`config.mk`:
```
export PLATFORM = sky130hd
export DESIGN_NAME = key_conditioner
export DESIGN_NICKNAME = d
export VERILOG_FILES = /design/src/rtl/key_conditioner.sv
export SDC_FILE = /design/constraint.sdc
export NUM_CORES = 1
export LEC_CHECK = 0
export ABC_AREA = 1
export CORE_ASPECT_RATIO = 0.9
export CORE_MARGIN = 10
export CORE_UTILIZATION = 60
export DETAILED_ROUTE_END_ITERATION = 10
export GPL_TIMING_DRIVEN = 0
export MAX_ROUTING_LAYER = met4
export PLACE_DENSITY = 0.76
export SYNTH_ARGS = -nofsm -noshare
export SYNTH_HDL_FRONTEND = slang
export SYNTH_SLANG_ARGS = --single-unit
```
`constraint.sdc`:
```
create_clock -name clk -period 4.5 [get_ports clk]
set_input_delay 0.675 -clock clk [delete_from_list [all_inputs] [get_ports clk]]
set_output_delay 0.675 -clock clk [all_outputs]
set_load 0.05 [all_outputs]
```
`src/rtl/key_conditioner.sv`:
```
// rtl/key_conditioner.sv - push-button synchroniser, debouncer and auto-repeat pulse generator
//
// Purpose: turns one raw clock-setting button into a debounced level and
// single-cycle step pulses (one per press, plus auto-repeat while held).
//
// Ports:
//   clk        in   system clock
//   reset      in   synchronous, active-high reset
//   btn_raw    in   raw asynchronous button pin
//   key_level  out  debounced pressed state, 1 = pressed
//   key_pulse  out  one-cycle strobe on press and on each auto-repeat
//   key_repeat out  high while auto-repeating

module key_conditioner #(
  parameter int DEBOUNCE_CYCLES = 1000000,
  parameter int HOLD_CYCLES     = 25000000,
  parameter int REPEAT_CYCLES   = 5000000,
  parameter int ACTIVE_LOW      = 1,
  parameter int ENABLE_REPEAT   = 1
) (
  input  logic clk,
  input  logic reset,
  input  logic btn_raw,
  output logic key_level,
  output logic key_pulse,
  output logic key_repeat
);

  localparam int CNT_MAX = (HOLD_CYCLES > REPEAT_CYCLES) ? HOLD_CYCLES : REPEAT_CYCLES;
  localparam int HW      = $clog2(CNT_MAX);
  localparam int DW      = $clog2(DEBOUNCE_CYCLES);

  localparam logic [DW-1:0] DB_LAST     = DW'(DEBOUNCE_CYCLES - 1);
  localparam logic [HW-1:0] HOLD_LAST   = HW'(HOLD_CYCLES - 1);
  localparam logic [HW-1:0] REPEAT_LAST = HW'(REPEAT_CYCLES - 1);

  typedef enum logic [1:0] {RELEASED, HELD_WAIT, REPEATING} state_t;

  logic          btn_n;
  logic          s1, s2;
  logic [DW-1:0] db_cnt;
  logic          db_accept, level_rise, level_fall;

  state_t        state, state_n;
  logic [HW-1:0] hold_cnt, hold_cnt_n;
  logic          pulse_n, repeat_n;

  assign btn_n = btn_raw ^ (ACTIVE_LOW != 0);

  // The FSM reacts on the same edge the debounced level changes, so it
  // looks at the debouncer's decision rather than at a delayed copy.
  assign db_accept  = (s2 != key_level) && (db_cnt == DB_LAST);
  assign level_rise = db_accept & s2;
  assign level_fall = db_accept & ~s2;

  always_ff @(posedge clk) begin
    if (reset) begin
      s1        <= 1'b0;
      s2        <= 1'b0;
      db_cnt    <= '0;
      key_level <= 1'b0;
    end else begin
      s1 <= btn_n;
      s2 <= s1;
      if (s2 == key_level) begin
        db_cnt <= '0;
      end else if (db_cnt == DB_LAST) begin
        key_level <= s2;
        db_cnt    <= '0;
      end else begin
        db_cnt <= db_cnt + 1'b1;
      end
    end
  end

  always_ff @(posedge clk) begin
    if (reset) begin
      state      <= RELEASED;
      hold_cnt   <= '0;
      key_pulse  <= 1'b0;
      key_repeat <= 1'b0;
    end else begin
      state      <= state_n;
      hold_cnt   <= hold_cnt_n;
      key_pulse  <= pulse_n;
      key_repeat <= repeat_n;
    end
  end

  always_comb begin
    state_n    = state;
    hold_cnt_n = hold_cnt;
    pulse_n    = 1'b0;
    case (state)
      RELEASED: begin
        if (level_rise) begin
          pulse_n    = 1'b1;
          state_n    = HELD_WAIT;
          hold_cnt_n = '0;
        end
      end
      HELD_WAIT: begin
        // Release is checked first so it beats a due pulse on the same edge.
        if (level_fall) begin
          state_n    = RELEASED;
          hold_cnt_n = '0;
        end else if (hold_cnt == HOLD_LAST) begin
          // Without repeat the counter parks here until release.
          if (ENABLE_REPEAT != 0) begin
            pulse_n    = 1'b1;
            state_n    = REPEATING;
            hold_cnt_n = '0;
          end
        end else begin
          hold_cnt_n = hold_cnt + 1'b1;
        end
      end
      REPEATING: begin
        if (level_fall) begin
          state_n    = RELEASED;
          hold_cnt_n = '0;
        end else if (hold_cnt == REPEAT_LAST) begin
          pulse_n    = 1'b1;
          hold_cnt_n = '0;
        end else begin
          hold_cnt_n = hold_cnt + 1'b1;
        end
      end
      default: begin
        state_n    = RELEASED;
        hold_cnt_n = '0;
      end
    endcase
    repeat_n = (state_n == REPEATING);
  end

endmodule

```
density.png
The die is cut into 9 by 9 equal tiles; black is low, pale yellow is high, 0 to 100% covered.
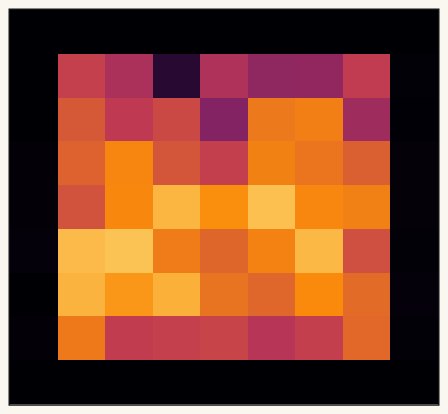
mean over tiles: 38%
tiles over 75% full: 11%
fullest tile: 87%
Final Core Density: 68.4%
FP Util: 63.6%
Placeable Area: 4580 µm²

final_placement.png
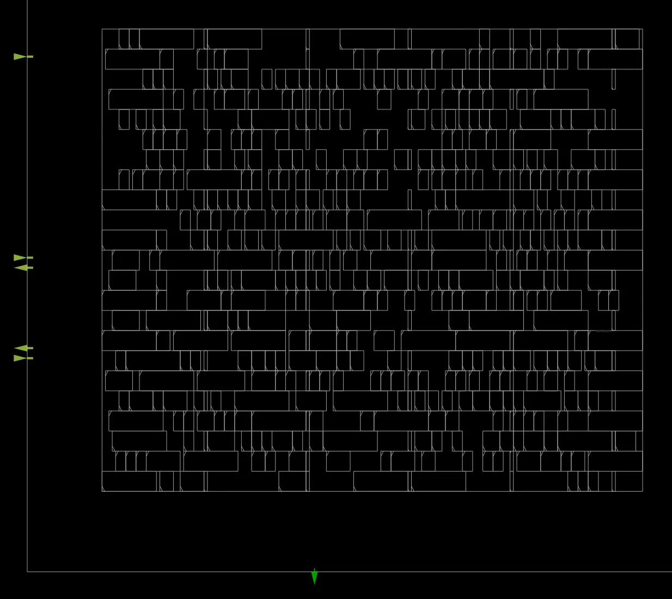
Fillers: 413
row count: 23
Seq/total area: 33.3%
num sequential: 52

==> reports/qor.csv <==
stage,metric,value,unit
final_layout,nonClkBufAreaFrac,3.04,%
setup_path,path_buffers,1,
clocking,cts_tree,built,
hold_path,min-delay-path-class,flip-flop to flip-flop,
pwr,p_sw_share,23.5,%
synthesis,ys_sh_aoi,5.59,%
pwr,power.total,0.752,mW
clocking,htreeDepth,2,
routing,routed_wl,6.48,mm
setup_path,setup.worst_path.class,flip-flop to output pin,
final_layout,fin_cells,518,
outcome,status,"finished, final reports clean",
setup_path,cp-startpoint,key_level,
final_timing,holdWs,414,ps
synthesis,avgSynthCellArea,6.57,µm²
grt,overflow,0,
final_layout,comb_cells,321,
setup_path,cpPeakStageDelay,810,ps
final_timing,rsz0062_at_grt,false,
floorplanning,die-area,8040,µm²
synthesis,yosysCellCount,443,
routing,dr.max_layer_used,met4,
synthesis,synthCells,443,
synthesis,synthXorXnorAreaFrac,5.42,%
synthesis,area_leaders,"dfxtp_1 36%, nand2_1 14%, nor2_1 11%",
pwr,p_per_area,240,nW/µm²
final_layout,comb_share,50.6,%
setup_path,path_max_fanout,3,
routing,drtPass1Iterations,5,
hold_path,worstHoldStart,s1,
synthesis,ys_sh_mux,0,%
grt,grt_usage,17.2,%
final_timing,tightest_slew,502,ps
final_timing,max_freq,460,MHz
placement,dp_hpwl,4.90,mm
pwr,clk-power,0.278,mW
synthesis,synthTopLogicFamily,simple AND/OR/NAND/NOR gates,
grt,grt_max_degree,18,
setup_path,r2r.worst_path.cells,11,
final_timing,setup_slack,2320,ps
synthesis,top_area_cell,dfxtp_1,
routing,drc,0,
placement,place_inst,510,
pwr,p_leak,1.23,nW
placement,place_ws,2290,ps
pwr,seq_power_share,61.3,%
synthesis,synthTopCellsByCount,"109 x nand2_1, 82 x nor2_1, 61 x inv_1, 52 x dfxtp_1, 27 x nand3_1",
setup_path,end_kind,output pin,
Power is estimated from default activity; no workload was simulated.
